## config.mk

```make
export PLATFORM = sky130hd
export DESIGN_NAME = mv_pixel_loader_flat
export DESIGN_NICKNAME = d
export VERILOG_FILES = /design/src/rtl/mv_pixel_loader_if.sv /design/src/rtl/mv_pixel_loader.sv /design/src/flat_wrapper.sv
export SDC_FILE = /design/constraint.sdc
export NUM_CORES = 1
export LEC_CHECK = 0
export CAP_MARGIN = 30
export CELL_PAD_IN_SITES_DETAIL_PLACEMENT = 1
export CELL_PAD_IN_SITES_GLOBAL_PLACEMENT = 2
export CORE_ASPECT_RATIO = 1.2
export CORE_UTILIZATION = 50
export DETAILED_ROUTE_END_ITERATION = 10
export GPL_ROUTABILITY_DRIVEN = 0
export GPL_TIMING_DRIVEN = 0
export PLACE_DENSITY_LB_ADDON = 0.1
export SLEW_MARGIN = 10
export SYNTH_ARGS = -nofsm -noshare
export SYNTH_HDL_FRONTEND = slang
export SYNTH_SLANG_ARGS = --single-unit
```

## constraint.sdc

```tcl
create_clock -name wb_clk_i -period 2.5 [get_ports wb_clk_i]
set_clock_uncertainty 0.1 [all_clocks]
set_input_delay 0.25 -clock wb_clk_i [delete_from_list [all_inputs] [get_ports wb_clk_i]]
set_output_delay 0.25 -clock wb_clk_i [all_outputs]
set_load 0.01 [all_outputs]
```

## src/rtl/mv_pixel_loader_if.sv

```systemverilog
// ============================================================================
// Module   : mv_pixel_loader_if
// Brief    : Pixel-stream, block-handshake and read-port bundle for the loader.
// Revision : 1.0
// ============================================================================
`default_nettype none

interface mv_pixel_loader_if #(
  parameter int PIX_W = 8,
  parameter int CUR_N = 16,
  parameter int REF_N = 64
) ();
  logic                     start_i;
  logic [PIX_W-1:0]         pix_i;
  logic                     pix_valid_i;
  logic                     pix_ready_o;
  logic                     blk_valid_o;
  logic                     blk_ack_i;
  logic [$clog2(CUR_N)-1:0] cur_raddr_i;
  logic [PIX_W-1:0]         cur_rdata_o;
  logic [$clog2(REF_N)-1:0] ref_raddr_i;
  logic [PIX_W-1:0]         ref_rdata_o;
  logic                     busy_o;
  logic                     err_o;

  modport master (
    output start_i, pix_i, pix_valid_i, blk_ack_i, cur_raddr_i, ref_raddr_i,
    input  pix_ready_o, blk_valid_o, cur_rdata_o, ref_rdata_o, busy_o, err_o
  );

  modport slave (
    input  start_i, pix_i, pix_valid_i, blk_ack_i, cur_raddr_i, ref_raddr_i,
    output pix_ready_o, blk_valid_o, cur_rdata_o, ref_rdata_o, busy_o, err_o
  );
endinterface

`default_nettype wire

```

## src/rtl/mv_pixel_loader.sv

```systemverilog
// ============================================================================
// Module   : mv_pixel_loader
// Brief    : Captures a 4x4 current block then an 8x8 search window and holds
//            them stable for the motion-vector search core until acknowledged.
// Revision : 1.0
// ============================================================================
`default_nettype none

module mv_pixel_loader #(
  parameter int PIX_W = 8,
  parameter int CUR_N = 16,
  parameter int REF_N = 64
) (
  input  wire logic        wb_clk_i,
  input  wire logic        wb_rst_ni,
  mv_pixel_loader_if.slave bus
);

  localparam int CUR_AW = $clog2(CUR_N);
  localparam int CNT_W  = $clog2(REF_N);

  localparam logic [1:0] c_ST_IDLE     = 2'd0;
  localparam logic [1:0] c_ST_LOAD_CUR = 2'd1;
  localparam logic [1:0] c_ST_LOAD_REF = 2'd2;
  localparam logic [1:0] c_ST_READY    = 2'd3;

  localparam logic [CNT_W-1:0] c_CUR_LAST = CNT_W'(CUR_N - 1);
  localparam logic [CNT_W-1:0] c_REF_LAST = CNT_W'(REF_N - 1);

  logic [1:0]       r_state, w_state_nx;
  logic [CNT_W-1:0] r_cnt, w_cnt_nx;
  logic             r_pix_ready, r_busy, r_blk_valid, r_err;
  logic             w_pix_ready_nx, w_busy_nx, w_blk_valid_nx, w_err_nx;
  logic             w_accept, w_cur_we, w_ref_we;

  logic [PIX_W-1:0] r_cur_mem [CUR_N];
  logic [PIX_W-1:0] r_ref_mem [REF_N];
  logic [PIX_W-1:0] r_cur_rdata, r_ref_rdata;

  assign w_accept = bus.pix_valid_i & r_pix_ready;

  always_ff @(posedge wb_clk_i or negedge wb_rst_ni) begin
    if (!wb_rst_ni) begin
      r_state     <= c_ST_IDLE;
      r_cnt       <= '0;
      r_pix_ready <= 1'b0;
      r_busy      <= 1'b0;
      r_blk_valid <= 1'b0;
      r_err       <= 1'b0;
    end else begin
      r_state     <= w_state_nx;
      r_cnt       <= w_cnt_nx;
      r_pix_ready <= w_pix_ready_nx;
      r_busy      <= w_busy_nx;
      r_blk_valid <= w_blk_valid_nx;
      r_err       <= w_err_nx;
    end
  end

  // start_i outranks a pixel arriving in the same cycle: the pixel is dropped.
  always_comb begin
    w_state_nx = r_state;
    w_cnt_nx   = r_cnt;
    w_err_nx   = 1'b0;
    w_cur_we   = 1'b0;
    w_ref_we   = 1'b0;
    case (r_state)
      c_ST_IDLE: begin
        if (bus.start_i) begin
          w_state_nx = c_ST_LOAD_CUR;
          w_cnt_nx   = '0;
        end
      end
      c_ST_LOAD_CUR: begin
        if (bus.start_i) begin
          w_cnt_nx = '0;
          w_err_nx = 1'b1;
        end else if (w_accept) begin
          w_cur_we = 1'b1;
          if (r_cnt == c_CUR_LAST) begin
            w_state_nx = c_ST_LOAD_REF;
            w_cnt_nx   = '0;
          end else begin
            w_cnt_nx = r_cnt + 1'b1;
          end
        end
      end
      c_ST_LOAD_REF: begin
        if (bus.start_i) begin
          w_state_nx = c_ST_LOAD_CUR;
          w_cnt_nx   = '0;
          w_err_nx   = 1'b1;
        end else if (w_accept) begin
          w_ref_we = 1'b1;
          if (r_cnt == c_REF_LAST) begin
            w_state_nx = c_ST_READY;
            w_cnt_nx   = '0;
          end else begin
            w_cnt_nx = r_cnt + 1'b1;
          end
        end
      end
      c_ST_READY: begin
        if (bus.blk_ack_i) begin
          w_state_nx = bus.start_i ? c_ST_LOAD_CUR : c_ST_IDLE;
          w_cnt_nx   = '0;
        end
      end
      default: begin
        w_state_nx = c_ST_IDLE;
        w_cnt_nx   = '0;
      end
    endcase
  end

  // Outputs are decoded from the next state so they register alongside it.
  always_comb begin
    w_pix_ready_nx = (w_state_nx == c_ST_LOAD_CUR) || (w_state_nx == c_ST_LOAD_REF);
    w_busy_nx      = (w_state_nx == c_ST_LOAD_CUR) || (w_state_nx == c_ST_LOAD_REF);
    w_blk_valid_nx = (w_state_nx == c_ST_READY);
  end

  always_ff @(posedge wb_clk_i) begin
    if (w_cur_we) r_cur_mem[r_cnt[CUR_AW-1:0]] <= bus.pix_i;
    if (w_ref_we) r_ref_mem[r_cnt]             <= bus.pix_i;
  end

  always_ff @(posedge wb_clk_i or negedge wb_rst_ni) begin
    if (!wb_rst_ni) begin
      r_cur_rdata <= '0;
      r_ref_rdata <= '0;
    end else begin
      r_cur_rdata <= r_cur_mem[bus.cur_raddr_i];
      r_ref_rdata <= r_ref_mem[bus.ref_raddr_i];
    end
  end

  assign bus.pix_ready_o = r_pix_ready;
  assign bus.busy_o      = r_busy;
  assign bus.blk_valid_o = r_blk_valid;
  assign bus.err_o       = r_err;
  assign bus.cur_rdata_o = r_cur_rdata;
  assign bus.ref_rdata_o = r_ref_rdata;

endmodule

`default_nettype wire
```

## src/flat_wrapper.sv

```systemverilog
// flat-port wrapper written by rule: the top's interface ports become plain ports
module mv_pixel_loader_flat 
#(
  parameter int PIX_W = 8,
  parameter int CUR_N = 16,
  parameter int REF_N = 64
)
  (wb_clk_i, wb_rst_ni, bus_start_i, bus_pix_i, bus_pix_valid_i, bus_blk_ack_i, bus_cur_raddr_i, bus_ref_raddr_i, bus_pix_ready_o, bus_blk_valid_o, bus_cur_rdata_o, bus_ref_rdata_o, bus_busy_o, bus_err_o);
  mv_pixel_loader_if #(.PIX_W(PIX_W), .CUR_N(CUR_N), .REF_N(REF_N)) bus_i ();
  input  wire logic wb_clk_i;
  input  wire logic wb_rst_ni;
  input wire logic [$bits(bus_i.start_i)-1:0] bus_start_i;
  input wire logic [$bits(bus_i.pix_i)-1:0] bus_pix_i;
  input wire logic [$bits(bus_i.pix_valid_i)-1:0] bus_pix_valid_i;
  input wire logic [$bits(bus_i.blk_ack_i)-1:0] bus_blk_ack_i;
  input wire logic [$bits(bus_i.cur_raddr_i)-1:0] bus_cur_raddr_i;
  input wire logic [$bits(bus_i.ref_raddr_i)-1:0] bus_ref_raddr_i;
  output wire logic [$bits(bus_i.pix_ready_o)-1:0] bus_pix_ready_o;
  output wire logic [$bits(bus_i.blk_valid_o)-1:0] bus_blk_valid_o;
  output wire logic [$bits(bus_i.cur_rdata_o)-1:0] bus_cur_rdata_o;
  output wire logic [$bits(bus_i.ref_rdata_o)-1:0] bus_ref_rdata_o;
  output wire logic [$bits(bus_i.busy_o)-1:0] bus_busy_o;
  output wire logic [$bits(bus_i.err_o)-1:0] bus_err_o;
  assign bus_i.start_i = bus_start_i;
  assign bus_i.pix_i = bus_pix_i;
  assign bus_i.pix_valid_i = bus_pix_valid_i;
  assign bus_i.blk_ack_i = bus_blk_ack_i;
  assign bus_i.cur_raddr_i = bus_cur_raddr_i;
  assign bus_i.ref_raddr_i = bus_ref_raddr_i;
  assign bus_pix_ready_o = bus_i.pix_ready_o;
  assign bus_blk_valid_o = bus_i.blk_valid_o;
  assign bus_cur_rdata_o = bus_i.cur_rdata_o;
  assign bus_ref_rdata_o = bus_i.ref_rdata_o;
  assign bus_busy_o = bus_i.busy_o;
  assign bus_err_o = bus_i.err_o;
  mv_pixel_loader #(.PIX_W(PIX_W), .CUR_N(CUR_N), .REF_N(REF_N)) u_core (.wb_clk_i(wb_clk_i), .wb_rst_ni(wb_rst_ni), .bus(bus_i));
endmodule
```

run_1/pins.png
Bar = 50 µm. Pins as bars across the die edge, other pins in grey.
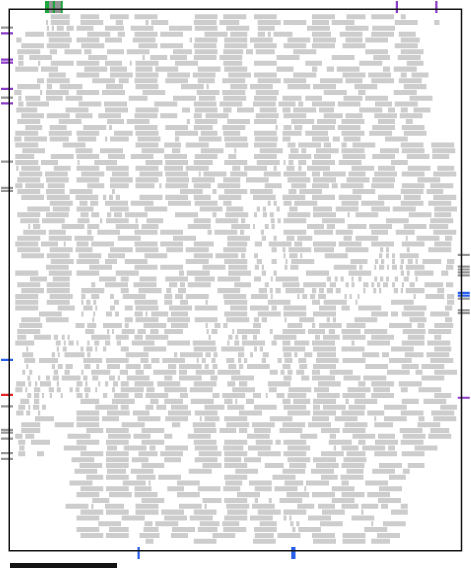
- `bus_ref_raddr_i`: blue (pins 6; direction input; edge 3 bottom, 2 right, 1 left)
- `bus_blk_ack_i`: red (pins 1; direction input; edge left)
- `bus_pix_i`: purple (pins 8; direction input; edge 5 left, 2 top, 1 right)
- `bus_cur_raddr_i`: green (pins 4; direction input; edge top)
- all pins by edge: 18 left, 11 top, 11 right, 3 bottom
IO Port Bufs: 35
Chip Width: 210.3 µm

run_1/zoom.png
Window x 148 to 168, y 179 to 199 µm. Cells in grey, sequential cells in the stronger grey; small squares are vias.
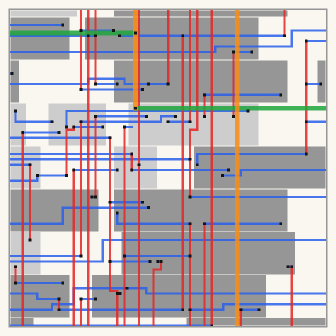
- met4: orange
- met1: blue
- met2: red
- met3: green
- cells with their middle in the window: 11
- sequential cells in the window: 7
- netlist names of flops here include: `u_core.r_ref_mem` (7)
- most frequent: edfxtp_1 (7), mux2i_1 (2)

run_1/density.png
The die is cut into 21 by 25 equal tiles; white is low, dark blue is high, 0 to 100% covered.
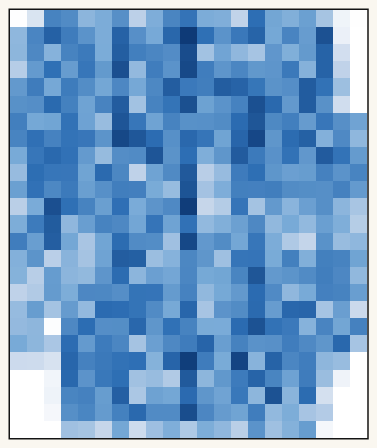
- fullest tile: 96%
- tiles over 75% full: 15%
- mean over tiles: 56%
- nearly empty tiles: 4.8%

run_1/drive_strength.png
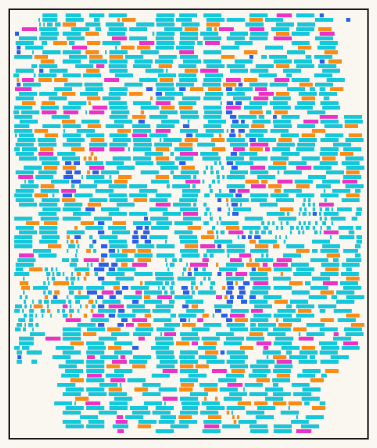
- drive 6 and up: magenta (cells 106; share 7.5%)
- drive 1 or less: cyan (cells 970; share 69%)
- drive 2: orange (cells 218; share 16%)
- drive 3 to 4: blue (cells 111; share 7.9%)

[run 1: final cells by class]
cell class                 instances  area share
timing repair buffer              58     0.02118
tap                              697     0.02867
clock buffer                      91     0.06046
clock inverter                    32     0.01152
buffer                            64     0.01275
sequential                       667      0.6540
inverter                           6   0.0007404
multi-input combinational        487      0.2106
[run 1: path summary, 6_finish.rpt]
kind | startpoint | endpoint | slack [ps]
setup / recovery | u_core.r_cnt[5] | u_core.bus.pix_ready_o | -8
hold / removal | wb_rst_ni | u_core.bus.cur_rdata_o[2] | 40
setup reg to reg | u_core.r_cnt[5] | u_core.bus.pix_ready_o | -8
hold reg to reg | u_core.r_cnt[1] | u_core.r_cnt[1] | 580
max in group asynchronous | wb_rst_ni | u_core.bus.cur_rdata_o[5] | 1550
min in group wb_clk_i | bus_pix_i[3] | u_core.r_cur_mem[10][3] | 90
[run 1: worst reg2reg max path, delay by kind of cell, from the launching register on]
kind | cells | cell delay (ps)
AND/OR/NAND/NOR | 3 | 650
AND-OR/OR-AND | 2 | 570
buffers and inverters | 2 | 420
flip-flops | 1 | 360
adder cells (fa/ha/maj) | 1 | 280
[run 1: placed cells by master (no fill, tap or decap), types with 10 or more instances in the layout]
cell             instances
edfxtp_1               640
mux4_2                 155
clkbuf_16               69
nor2_4                  67
clkbuf_1                36
mux2i_1                 28
buf_4                   27
clkdlybuf4s50_1         26
dfrtp_1                 26
o21ai_0                 24
nor2_1                  24
buf_2                   19
nand2_1                 16
a21oi_1                 14
mux4_1                  13
mux2_2                  11
nor2_2                  11
buf_12                  11
nor2b_1                 10
[run 1: registers in the layout (all words and copies together) (netlist names)]
register                cells
u_core.r_ref_mem          512
u_core.r_cur_mem          128
u_core.bus.cur_rdata_o      8
u_core.bus.ref_rdata_o      8
u_core.r_cnt                6
u_core.r_state              2
u_core.bus.blk_valid_o      1
u_core.bus.err_o            1
u_core.bus.pix_ready_o      1
[run 1: what timing repair did]
| action | 4_1_cts | 5_1_grt |
|---|---|---|
| resized | 150 | 30 |
| endpoints found under the hold margin | 27 | 0 |
| endpoints found under the setup margin | 598 | 547 |
| setup buffers | 12 | 3 |
| hold buffers | 2 | 0 |
| pin swaps | 5 | 7 |
| cloned | 0 | 0 |
[run 1: per-stage QoR]
step / util / area [µm²] / power [W]
after floorplan: - / 26040 / 0.01338
after global placement: 0.5298 / 27260 / 0.01405
after detailed placement: 0.5314 / 27350 / 0.01405
after CTS: 0.5879 / 30260 / 0.02406
after global routing: 0.5911 / 30420 / 0.02456
final: 0.5911 / 30420 / 0.02392
[run 1: routing by layer]
| layer | vias up | wire length [µm] | track usage |
|---|---|---|---|
| met3 | 89 | 2887 | 0.04170 |
| met2 | 349 | 32330 | 0.4147 |
| met1 | 6667 | 25800 | 0.3223 |
| met5 | - | 0 | 0 |
| li1 | 5339 | - | - |
| met4 | 0 | 1578 | 0.08113 |
[run 1: report_power, final]
group	leakage, nW	total [W]	switching, W	internal [W]
logic	2.38	0.00146	0.000866	0.000592
clock network	1.06	0.0101	0.00424	0.00584
registers	6.08	0.0124	0.0000529	0.0123
total	9.53	0.0239	0.00516	0.0188
==> flow_metrics.py, run 1 <==
# Auto-generated metrics
metrics = {
    "final_layout": {
        "final-seq-area_um2": 19900,
        "insertedDiodeCount": 0,
        "final_cells": 2102,
        "fill_cells": 4334,
        "drive_gt1_frac": 0.3096,
        "syn_to_final_growth_pct": 16.81,
        "final_nets": 1384,
        "logic_area_um2": 6407,
    },
    "critical_path": {
        "slowest_delay_ps": 430,
        "path_delay_family": "simple AND/OR/NAND/NOR gates",
        "worst_setup_path_start_kind": "flop",
        "cp.required_ps": 2880,
        "critPathKind": "flop to flop",
        "cp.arrival_ps": 2880,
        "r2r_cells": 8,
        "slowest_stage": "or3b_1",
        "path_cells": "buf_2 -> or3b_1 -> buf_4 -> nor2_2 -> nand2_1 -> a2111oi_2 -> o21ai_0 -> ha_1",
        "cp-end-kind": "flop",
        "path_buffers": 2,
        "path_depth": 8,
        "crit_path_max_fanout": 10,
    },
    "floorplan": {
        "chip_area_um2": 53000,
        "core_area_um2": 51460,
        "pin_count": 43,
        "rows": 91,
        "fp_util": 0.5060,
    },
    "yosys": {
        "synth-async-reset-ratio": 0.04048,
        "common_cells": "edfxtp_1 (640), mux4_2 (155), nor2_1 (101)",
        "fp_nets": 1258,
        "syn_area_um2": 26040,
        "yosysWarningCount": 0,
        "logic_family": "multiplexers",
        "synth_area_per_cell_um2": 21.26,
        "edf_count": 640,
        "simple_gate_area_frac": 0.03099,
        "syn-instance-count": 1225,
        "ys_ff": 667,
        "synth_top_cell_by_count": "edfxtp_1",
        "ys_types": 47,
        "yosys_cells": 1225,
        "synthFlopType": "edfxtp_1",
        "ys_sh_aoi": 0.02090,
        "yosys.area.top_type_share": 0.7380,
        "yosysSeqAreaShare": 0.7639,
        "ys_sh_adder": 0.004805,
        "xor_area_frac": 0.001009,
        "ys_area_um2": 26040,
        "area_leaders": "edfxtp_1 (74%), mux4_2 (13%), dfrtp_1 (2.6%)",
        "synth.area.mux_share": 0.1627,
        "yosys.area.top_type": "edfxtp_1",
    },
    "clock_tree": {
        "clock_sinks": 667,
        "root_buffer": "clkbuf_16",
        "clk_pin_slew_ps": 60,
        "cts_htree_levels": 3,
        "cts_tree": "done",
        "cts-buffers-inserted": 67,
        "clockBufferDepth": 3,
        "clock_latency_ps": 600,
    },
    "sta": {
        "max_freq_ghz": 0.3988,
        "finalCriticalPeriod_ps": 2508,
        "finalMaxSlewViolations": 0,
        "worst_pin_slew_ps": 1030,
        "hold_viol_final": 0,
        "fin_tns_setup_ps": -7.650,
        "period_used_share": 1.003,
        "rsz0062_at_grt": "yes",
        "slew-limit-headroom": 0.3136,
        "setup_ws_ps": -7.650,
        "setup_violations": 1,
        "hold_ws_ps": 42.08,
    },
    "worst_hold_path": {
        "min_path_type": "input port to asynchronous set/reset pin",
    },
    "run_status": {
        "violations": "setup timing",
        "status": "finished with violations",
    },
    "placed_design": {
        "place_ws_ps": -883.1,
        "dp.cells": 1962,
        "hpwl_um": 40390,
    },
    "run": {
        "warning_count": 35,
        "max-cap-violations": 0,
    },
    "routing": {
        "first_pass_iters": 5,
        "drc": 0,
        "routedWlPerCell_um": 29.78,
        "dr_total_vias": 12440,
        "via_per_inst": 5.920,
        "ant_nets": 0,
        "drtIter0Drc": 1139,
        "routed_wl_um": 62590,
    },
    "grt": {
        "antenna_found_initial": 1,
        "grt_start_max_net_pins": 81,
        "grt_pass1_wl_um": 91180,
        "grt.total_usage": 0.2444,
        "grt.overflow.total": 0,
        "first_global_vias": 13180,
    },
    "power": {
        "power_density_nw_per_um2": 786.2,
        "peakVddDrop_v": 0.0006231,
        "leakagePower_nw": 9.527,
    },
}
==> run 1 -> run 2 <==
- ABC_CLOCK_PERIOD_IN_PS: not set -> 2500
- CAP_MARGIN: 30 -> 25
==> run 2 against run 1 <==
The flow still finishes with violations (setup timing). Worst hold slack gained 3.4 ps. Global-route usage is essentially flat. Critical path depth shrank 3. Utilization grew 0.32 points. Synthesized area is the same. Die area is the same. Routed wire length grew 1.2%. Critical path type unchanged. Via count grew 0.99%. Clock power is essentially flat. First-iteration DRC count shrank 12%. Register-to-register slack is essentially flat. Largest power group unchanged. Sequential power is essentially flat. Largest cell class unchanged.
==> flow_metrics.py, run 2 <==
# Auto-generated metrics
metrics = {
    "final_layout": {
        "final-seq-area_um2": 19900,
        "final_cells": 2113,
        "drive_gt1_frac": 0.3053,
        "logic_area_um2": 6362,
        "largest_register_ff_count": 512,
        "syn_to_final_growth_pct": 17.45,
        "top_register": "u_core.r_ref_mem",
        "final_nets": 1398,
        "lay_top_count": "edfxtp_1",
        "lay_top_cells": "edfxtp_1 (640), mux4_2 (155), clkbuf_16 (68)",
    },
    "floorplan": {
        "rows": 91,
        "chip_area_um2": 53000,
        "fp_util": 0.5060,
        "pin_count": 43,
        "chipWidth_um": 210.3,
    },
    "sta": {
        "worst_pin_slew_ps": 1075,
        "finalCriticalPeriod_ps": 2514,
        "rsz0062_at_grt": "yes",
        "slew-limit-headroom": 0.2833,
        "finalMaxSlewViolations": 0,
        "hold_viol_final": 0,
        "setup_violations": 19,
        "hold_ws_ps": 45.50,
        "setup_ws_ps": -14.06,
        "period_used_share": 1.006,
    },
    "run_status": {
        "status": "finished with violations",
        "violations": "setup timing",
    },
    "yosys": {
        "synth_area_per_cell_um2": 21.26,
        "common_cells": "edfxtp_1 (640), mux4_2 (155), nor2_1 (101)",
        "simple_gate_area_frac": 0.03099,
        "ys_sh_aoi": 0.02090,
        "yosys.area.top_type": "edfxtp_1",
        "edf_count": 640,
        "yosysWarningCount": 0,
        "syn_area_um2": 26040,
        "yosysSeqAreaShare": 0.7639,
        "logic_family": "multiplexers",
        "syn-instance-count": 1225,
        "fp_nets": 1258,
        "ys_area_um2": 26040,
        "yosys_cells": 1225,
        "synth-async-reset-ratio": 0.04048,
        "area_leaders": "edfxtp_1 (74%), mux4_2 (13%), dfrtp_1 (2.6%)",
        "yosys.area.top_type_share": 0.7380,
        "ys_types": 47,
        "ys_ff": 667,
        "synth_top_cell_by_count": "edfxtp_1",
        "synth.area.mux_share": 0.1627,
    },
    "power": {
        "power_density_nw_per_um2": 773.3,
        "peakVddDrop_v": 0.0007007,
        "power_w": 0.02365,
        "leakagePower_nw": 9.623,
    },
    "worst_hold_path": {
        "min_path_type": "input port to asynchronous set/reset pin",
    },
    "placed_design": {
        "portBuffers": 35,
        "hpwl_um": 40320,
        "dp.cells": 1960,
        "place_ws_ps": -961.1,
    },
    "run": {
        "max-cap-violations": 0,
        "warning_count": 35,
    },
    "clock_tree": {
        "clock_latency_ps": 620,
        "cts_htree_levels": 3,
        "cts-buffers-inserted": 67,
        "clk_pin_slew_ps": 60,
        "root_buffer": "clkbuf_16",
        "cts_tree": "done",
        "clock_sinks": 667,
        "clockBufferDepth": 3,
    },
    "grt": {
        "first_global_vias": 13320,
        "grt.overflow.total": 0,
        "grt_start_max_net_pins": 81,
        "grt_pass1_wl_um": 90870,
        "grt.total_usage": 0.2448,
        "antenna_found_initial": 2,
    },
    "critical_path": {
        "path_cells": "inv_1 -> ha_1 -> and2_1 -> nand2_1 -> nor3_2",
        "cp.arrival_ps": 2650,
        "cp.required_ps": 2640,
        "critPathKind": "flop to flop",
        "worst_setup_path_start_kind": "flop",
        "crit_path_max_fanout": 8,
        "path_buffers": 1,
        "path_delay_family": "simple AND/OR/NAND/NOR gates",
    },
    "routing": {
        "via_per_inst": 5.947,
        "first_pass_iters": 5,
        "ant_nets": 0,
        "routed_wl_um": 63340,
        "drtIter0Drc": 1004,
        "dr_total_vias": 12570,
        "routedWlPerCell_um": 29.98,
    },
}
-- run 2: cell counts after synthesis --
No cell type changed its count.
-- run 2: layout make-up --
cell class,instances,area share
buffer,64,0.01276
clock buffer,91,0.05944
inverter,6,0.0007364
clock inverter,28,0.009655
timing repair buffer,72,0.03027
multi-input combinational,487,0.2080
tap,697,0.02851
sequential,667,0.6505
antenna,1,0.00008182
-- run 2: cells by family after synthesis --
kind of cell	after synthesis
AND-OR/OR-AND	87
XOR/XNOR	3
adder cells (fa/ha/maj)	10
buffers and inverters	71
flip-flops	667
multiplexers	207
AND/OR/NAND/NOR	180
-- run 2: layer usage --
| layer | vias to the layer above | part of all wire | GRT usage |
|---|---|---|---|
| li1 | 5361 | - | - |
| met1 | 6750 | 0.41 | 0.3159 |
| met2 | 347 | 0.51 | 0.4060 |
| met3 | 109 | 0.048 | 0.04356 |
| met4 | 0 | 0.038 | 0.1147 |
| met5 | - | 0 | 0 |
-- run 2: what timing repair did --
action                                  in CTS  in global routing
gates resized                              148                 18
endpoints found under the setup margin     558                595
endpoints found under the hold margin       27                  0
pin swaps                                    6                 16
hold buffers                                 2                  0
buffers inserted                            19                 13
-- run 2: worst paths after layout --
check | endpoint | from | cells after the start | slack, ps
min reg2reg | u_core.r_cnt[1] | u_core.r_cnt[1] | 2 | 570
max reg2reg | u_core.r_cur_mem[1][7] | u_core.r_state[1] | 5 | -10
min | u_core.bus.cur_rdata_o[2] | wb_rst_ni | 3 | 50
min in group wb_clk_i | u_core.r_cur_mem[10][3] | bus_pix_i[3] | 2 | 80
max in group asynchronous | u_core.bus.cur_rdata_o[1] | wb_rst_ni | 3 | 1580
max | u_core.r_cur_mem[1][7] | u_core.r_state[1] | 5 | -10
-- run 2: tightest hold or removal path, delay by kind of cell --
family | cells | cell delay [ps]
buffers and inverters | 3 | 860
-- run 2: per-stage QoR --
step | setup TNS [ps] | area [µm²]
floorplan | 0 | 26040
global placement | -967960 | 27260
detailed placement | -378490 | 27320
CTS | -19690 | 30270
global route | -11160 | 30580
finish | -144.2 | 30580
-- run 2: report_power, final --
part | internal [W] | leakage, nW | switching, W
Combinational | 0.000586 | 2.52 | 0.000864
Clock | 0.00564 | 1.02 | 0.00418
Sequential | 0.0123 | 6.08 | 0.0000531
run_2/final_placement.png
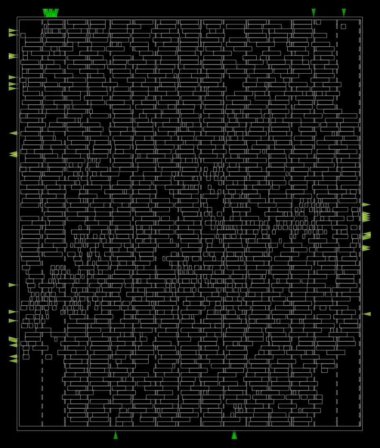
Core Footprint: 51460 µm²
Layout fillers: 4333
Final Util: 0.5943

==> run 2 -> run 3 <==
- RECOVER_POWER: not set -> 25
- TNS_END_PERCENT: not set -> 100
==> run 3 against run 2 <==
The run ends with capacitance limit, slew limit, setup timing left. Combinational power barely moved. Synthesized cell count did not move. Final cell count did not move. Via count fell by 0.13%. Critical path depth did not move. Synthesized area did not move. Highest routed layer unchanged. Non-clock buffer count did not move. Sequential power barely moved. Routed wire length barely moved.
==> flow_metrics.py, run 3 <==
# Auto-generated metrics
metrics = {
    "run_status": {
        "status": "finished with violations",
        "violations": "capacitance limit, slew limit, setup timing",
    },
    "floorplan": {
        "rows": 91,
        "core_area_um2": 51460,
        "chipWidth_um": 210.3,
        "pin_count": 43,
        "chip_area_um2": 53000,
        "fp_util": 0.5060,
        "die_h_um": 252.0,
    },
    "placed_design": {
        "hpwl_um": 40320,
        "place_ws_ps": -961.1,
        "portBuffers": 35,
    },
    "sta": {
        "period_used_share": 1.010,
        "finalMaxSlewViolations": 428,
        "worst_pin_slew_ps": 1845,
        "hold_viol_final": 0,
        "rsz0062_at_grt": "yes",
        "hold_ws_ps": 143.9,
        "slew-limit-headroom": -0.2299,
        "max_freq_ghz": 0.3960,
        "setup_ws_ps": -25.19,
        "finalCriticalPeriod_ps": 2525,
        "setup_violations": 22,
    },
    "yosys": {
        "edf_count": 640,
        "yosysSeqAreaShare": 0.7639,
        "synth_area_per_cell_um2": 21.26,
        "ys_area_um2": 26040,
        "yosysWarningCount": 0,
        "synth-async-reset-ratio": 0.04048,
        "synthFlopType": "edfxtp_1",
        "syn_area_um2": 26040,
        "area_leaders": "edfxtp_1 (74%), mux4_2 (13%), dfrtp_1 (2.6%)",
        "yosys.area.top_type_share": 0.7380,
        "ys_ff": 667,
        "synth_top_cell_by_count": "edfxtp_1",
        "yosys.area.top_type": "edfxtp_1",
        "ys_types": 47,
        "fp_nets": 1258,
        "common_cells": "edfxtp_1 (640), mux4_2 (155), nor2_1 (101)",
        "syn-instance-count": 1225,
        "yosys_cells": 1225,
    },
    "routing": {
        "routed_wl_um": 63400,
        "first_pass_iters": 5,
        "dr_total_vias": 12550,
        "drtIter0Drc": 956,
        "routedWlPerCell_um": 30.01,
        "drc": 0,
        "via_per_inst": 5.940,
        "ant_nets": 0,
    },
    "power": {
        "power_density_nw_per_um2": 774.8,
        "peakVddDrop_v": 0.0007013,
        "leakagePower_nw": 9.593,
    },
    "critical_path": {
        "worstSetupStartpoint": "u_core.r_state[1]",
        "cp.required_ps": 2630,
        "slowest_stage": "nor3_2",
        "r2r_end": "u_core.r_cur_mem[0][4]",
        "path_cells": "inv_1 -> ha_1 -> and2_1 -> nand2_1 -> nor3_2",
        "r2r_start": "u_core.r_state[1]",
        "r2r_cells": 5,
        "r2r_setup_slack_ps": -30,
        "crit_path_max_fanout": 8,
        "slowest_delay_ps": 680,
        "cp-end-kind": "flop",
        "worst_setup_path_start_kind": "flop",
        "cp.arrival_ps": 2660,
        "critPathKind": "flop to flop",
        "crit_end": "u_core.r_cur_mem[0][4]",
    },
    "final_layout": {
        "lay_top_count": "edfxtp_1",
        "top_register": "u_core.r_ref_mem",
        "final_nets": 1398,
        "lay_top_cells": "edfxtp_1 (640), mux4_2 (155), clkbuf_16 (68)",
        "final-seq-area_um2": 19900,
        "fill_cells": 4339,
        "logic_area_um2": 6362,
        "syn_to_final_growth_pct": 17.19,
        "largest_register_ff_count": 512,
        "drive_gt1_frac": 0.3032,
    },
    "clock_tree": {
        "cts_htree_levels": 3,
        "cts_tree": "done",
        "cts-buffers-inserted": 67,
        "clockBufferDepth": 3,
        "clock_sinks": 667,
        "root_buffer": "clkbuf_16",
        "clock_latency_ps": 620,
        "clk_pin_slew_ps": 60,
    },
    "grt": {
        "grt_start_max_net_pins": 81,
        "grt.overflow.total": 0,
        "first_global_vias": 13320,
        "antenna_found_initial": 2,
        "grt.total_usage": 0.2448,
        "grt_pass1_wl_um": 90870,
    },
    "run": {
        "max-cap-violations": 6,
        "warning_count": 35,
    },
    "worst_hold_path": {
        "min_path_type": "input port to flop",
    },
}
run 3: cell count changes in the layout (fill, tap and decap cells not counted), sizes merged:
cell,delta
buf,-10
clkbuf,+10
run 3: how the worst min path moves through the flow:
stage | start | to | slack [ps] | cells after the start
2_1_floorplan | wb_rst_ni | u_core.bus.blk_valid_o | -150 | 0
3_3_place_gp | u_core.r_cnt[1] | u_core.r_cnt[1] | 560 | 2
3_5_place_dp | wb_rst_ni | u_core.bus.cur_rdata_o[5] | 5 | 1
4_1_cts | wb_rst_ni | u_core.bus.cur_rdata_o[2] | 30 | 3
5_1_grt | bus_cur_raddr_i[3] | u_core.bus.cur_rdata_o[7] | 150 | 2
6_report | bus_cur_raddr_i[3] | u_core.bus.cur_rdata_o[7] | 140 | 2
run 3: metal layers:
metal,up-vias,routed length (µm),track usage
met2,359,32120,0.4060
met4,0,2535,0.1147
met1,6707,25620,0.3159
met5,-,0,0
met3,116,3127,0.04356
li1,5369,-,-
run 3: metrics by stage:
step	setup TNS, ps	instances	utilization	instance area, µm²	total power, W
2_1_floorplan	0	1225	-	26040	0.01338
3_3_place_gp	-967960	1957	0.5298	27260	0.01405
3_5_place_dp	-378490	1960	0.5309	27320	0.01405
4_1_cts	-19690	2099	0.5882	30270	0.02380
5_1_grt	-11160	2112	0.5929	30520	0.02427
6_report	-265.9	2113	0.5930	30520	0.02365
run 3: critical path, delay by kind of cell, from the launching register on:
family / cells / cell delay (ps)
fa+ha+maj: 1 / 320
buf+inv: 1 / 140
flops: 1 / 450
simple gates: 3 / 1150
run 3: power breakdown:
group | leakage (nW) | switching [W] | total [W] | internal [W]
Sequential | 6.08 | 0.0000530 | 0.0124 | 0.0123
Clock | 1.02 | 0.00418 | 0.00982 | 0.00564
Combinational | 2.49 | 0.000865 | 0.00144 | 0.000574
run 3: timing repair:
action / in CTS / in global routing
setup endpoints to repair: 558 / 595
pin swaps: 6 / 16
hold buffers: 2 / 0
buffers inserted: 19 / 13
hold endpoints to repair: 27 / 0
cloned: 0 / 0
gates resized: 148 / 18
run 3: logic make-up after synthesis:
group                      Yosys count  synth area share
adders and majority gates           10          0.004805
AOI/OAI and AO/OA                   87           0.02090
muxes                              207            0.1627
buffers and inverters               71           0.01566
xor gates and xnor gates             3          0.001009
and+or+nand+nor                    180           0.03099
DFF                                667            0.7639
run 3: area by class of cell:
| cell class | count | area share |
|---|---|---|
| repair buffers | 72 | 0.02817 |
| diodes | 1 | 0.00008200 |
| clock inverters | 28 | 0.009676 |
| plain buffers | 64 | 0.01279 |
| clock buffers | 91 | 0.05957 |
| multi-input cells | 487 | 0.2085 |
| well taps | 697 | 0.02858 |
| flip-flops and latches | 667 | 0.6519 |
| inverters | 6 | 0.0007380 |
run_3/drive_strength.png
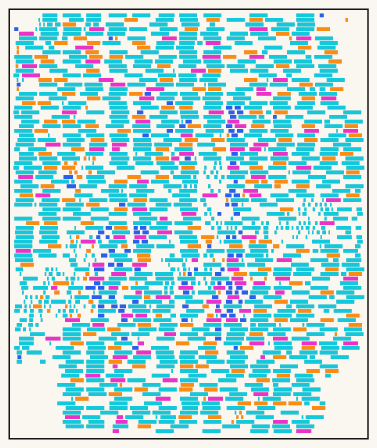
- drive 3 to 4: blue (cells 100; share 7.1%)
- drive 2: orange (cells 217; share 15%)
- drive 1 or less: cyan (cells 986; share 70%)
- drive 6 and up: magenta (cells 112; share 7.9%)

Power is estimated from default activity; no workload was simulated.
